Figure 1. Wiring by layer (run 1).
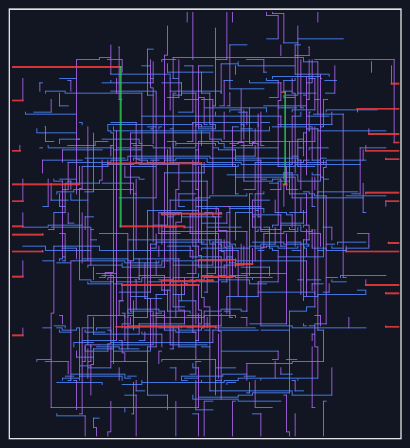
Figure 2. Pin map (run 1).
Pins as bars across the die edge, other pins in grey.
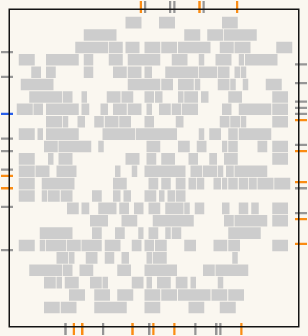
Figure 3. The clock network (run 1).
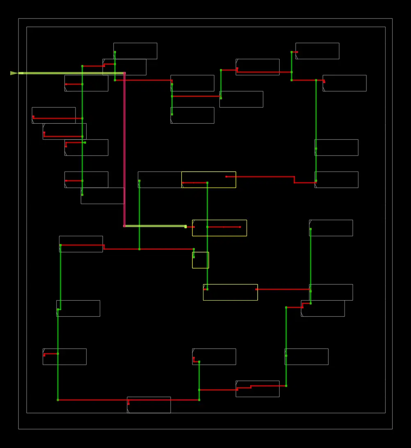
Design quad_decoder_counter, sky130hd; sources not shown.
==> CHANGELOG.md, run 1 <==
### Metrics

* Status: complete, no violations
* Yosys cell count at roughly 200
* First-pass GRT wire length at about 7000 um
* Top comb family, area: simple AND/OR/NAND/NOR gates
* Max VDD drop at about 0.000087 V
* Most instantiated logic cells after routing: 36 x clkdlybuf4s50_1, 27 x dfxtp_1, 20 x nor2_1
* Worst Hold Depth at 1
* Setup slack after layout at 4.84 ns
* Peak Freq at roughly 0.36 GHz
* Layout net count at ~250
* Power Total at 0.000386 W
* Flop pwr share at 0.424
* Crit start category: flip-flop
* YS warnings at 0
* Sequential share of cell area at 0.253
* WP buf/inv at 0
* Net Sw Frac at 0.321
* Clock tree buffer depth at 2
* Top cell area share at 0.327
* Worst path arrival time at around 2.9 ns
* Ant diodes at 0
* Final TNS setup at 0 ns
* Non-clock buffer share at 0.196
* Grt met2 use at 0.313
* Vias at between 1500 and 2000
* Detailed placer's ending HPWL at 2910 um
* TAP cells at ~52
* Net Sw Power at ~0.00012 W
-- Figure 1 (at the start) --
- met3: red (wire length 181 um)
- met1: blue (wire length 1980 um)
- met2: purple (wire length 1960 um)
- met4: green (wire length 40.8 um)
WL/cell: 14.8 um
Post-Route WL: 4170 um
Total GRT Usage: 0.198

-- Figure 2 (at the start) --
- q: orange (pins 16; direction output; edge 6 south, 5 east, 3 north, 2 west)
- a_in: blue (pins 1; direction input; edge west)
- all pins by edge: 13 east, 12 south, 10 west, 7 north
DIE WIDTH: 63.3 um
IO Port Bufs: 41

-- Figure 3 (at the start) --
clock buffers: 3
Worst-Skew Late Latency: 0.26 ns
clk sinks: 27
number of sequential cells: 27
clock network power: 0.000124 W

Figure 4. Where the registers sit (run 1).
Other sequential cells in the stronger grey, the rest of the logic in the fainter grey.
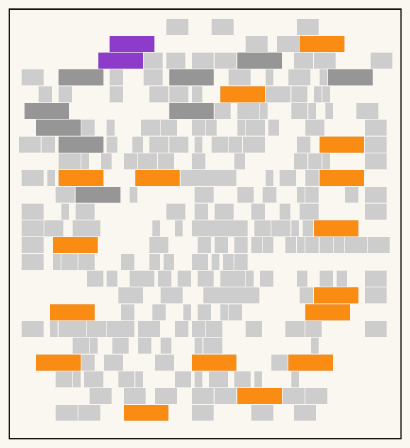

==> run 1 -> run 2 <==
Settings changed: ABC_CLOCK_PERIOD_IN_PS 7600 to 2500, PLACE_DENSITY 0.67 to 0.7.
Clock period 7.6 ns to 2.5 ns, I/O delays scaled along.
Figure 5. Where the registers sit (run 2).
Other sequential cells in the stronger grey, the rest of the logic in the fainter grey.
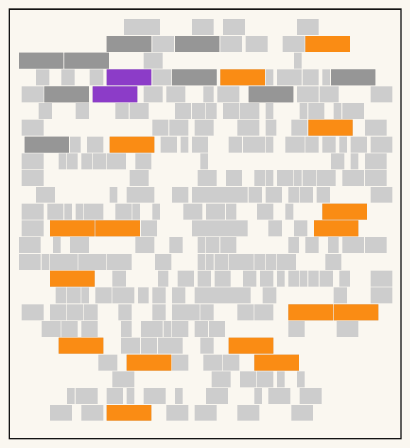
- prev_reg: purple (flops 2)
- q: orange (flops 16; where all over the die)
- not coloured: 9
Flop area: 541 sq um
sequential power: 0.000489 W
final core occ: 0.570
sequential share of cell area: 0.239

==> CHANGELOG.md, run 2 <==
### Metrics

* Status: complete, no violations
* Post-Route WL at 4390 um
* Top cell area share at 0.327
* Top comb family, area: simple AND/OR/NAND/NOR gates
* Synth Area in Adders at 0.00757
* Worst-Skew Late Latency at about 0.26 ns
* Net Sw Frac at 0.318
* Most instantiated logic cells after routing: 38 x clkdlybuf4s50_1, 27 x dfxtp_1, 20 x nor2_1
* Synth async-reset ratio at 0
* Postcts setup bufs at 0
* Yosys cell count at a little under 200
* Avg Vias per Cell at about 5.6
* Peak Freq at ~0.43 GHz
* # setup viols final at 0
* Comb gate area at between 0.001 and 0.0015 sq mm
* TAP cells at 52
* Antenna Violating Nets Remaining at 0
* Gp weighted congestion at slightly below 1
* Worst path arrival time at roughly 2.5 ns
* Net Sw Power at ~0.00038 W
* Ant diodes at 0
* Worst Hold Depth at 1
* Grt met2 use at 0.341
* Xor/xnor share at 0.0901
* Total GRT Usage at 0.214
* Met3 wire len at 163 um
* Final TNS setup at 0 ns
* Layout net count at between 200 and 300
* Least-Margin Pin Slew at roughly 0.56 ns
* Flop pwr share at 0.407
* Clk sinks at 27
* Clock buffers at 3
* Detailed placer's ending HPWL at 3200 um
* Number of sequential cells at 27
* First-pass GRT wire length at around 7400 um
* Vias at around 1700
* WL/cell at 14.8 um
* Clock tree buffer depth at 2
* Rel. slew slack at 0.620
* CP max stage delay at between 0.5 and 0.6 ns
* Power Total at between 0.001 and 0.0015 W
* Max VDD drop at roughly 0.00028 V
* IO Port Bufs at around 41
* Crit start category: flip-flop
* Non-clock buffer share at 0.235
* Finished Layout Cells at 297
* WP buf/inv at 1
* YS warnings at 0
* DIE WIDTH at around 63 um
* Setup slack after layout at about 0.17 ns
Figure 6. The clock network (run 2).
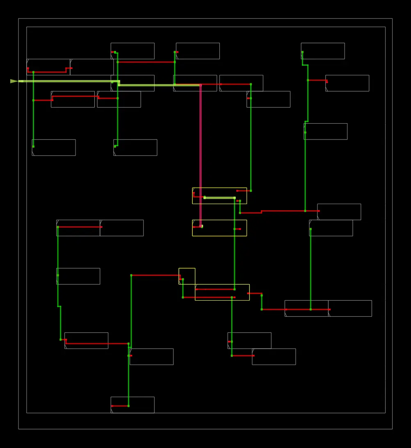
total CTS buffers: 3
clock network power: 0.000376 W

==> run 2 -> run 3 <==
Settings changed: CAP_MARGIN set to 10.
Figure 7. The clock network (run 3).
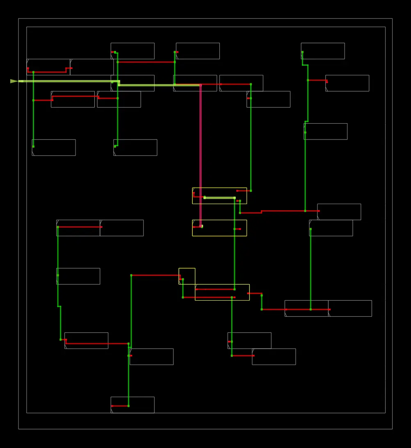

Figure 8. Wiring by layer (run 3).
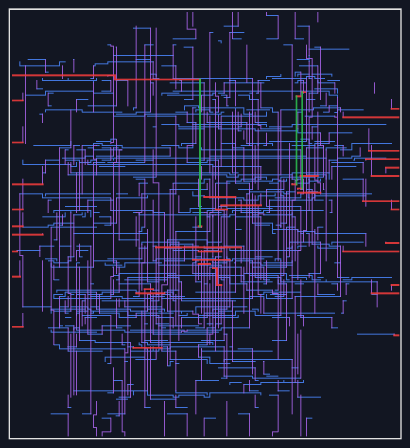
- met3: red (wire length 164 um)
- met1: blue (wire length 2070 um)
- met4: green (wire length 53.7 um)
- met2: purple (wire length 2100 um)
Vias: 1670
Post-Route WL: 4390 um
WL/cell: 14.8 um

==> CHANGELOG.md, run 3 <==
### Metrics

* Status: complete, no violations
* Peak Freq at 0.429 GHz
* Avg Vias per Cell at 5.62
* Layout net count at around 270
* DIE WIDTH at ~63 um
* Antenna Violating Nets Remaining at 0
* Most instantiated logic cells after routing: 38 x clkdlybuf4s50_1, 27 x dfxtp_1, 20 x nor2_1
* Comb gate area at just over 0.001 sq mm
* Setup slack after layout at about 0.17 ns
* Worst path arrival time at 2.47 ns
* Net Sw Frac at 0.318
* Crit start category: flip-flop
* Number of sequential cells at 27
* Sequential share of cell area at 0.239
* Finished Layout Cells at 297
* Flop area at between 500 and 600 sq um
* Ant diodes at 0
* Clock buffers at 3
* Sequential power at 0.000489 W
* Postcts setup bufs at 0
* Top cell area share at 0.327
* Clk sinks at 27
* Flop pwr share at 0.407
* Synth async-reset ratio at 0
* Final core occ at 0.570
* Total GRT Usage at 0.214
* Met3 wire len at 163 um
* Worst-Skew Late Latency at between 0.2 and 0.3 ns
* Gp weighted congestion at slightly below 1
* Net Sw Power at between 0.0003 and 0.0004 W
* Yosys cell count at just under 200
* YS warnings at 0
* IO Port Bufs at 41
* CP max stage delay at between 0.5 and 0.6 ns
Power is estimated from default activity; no workload was simulated.
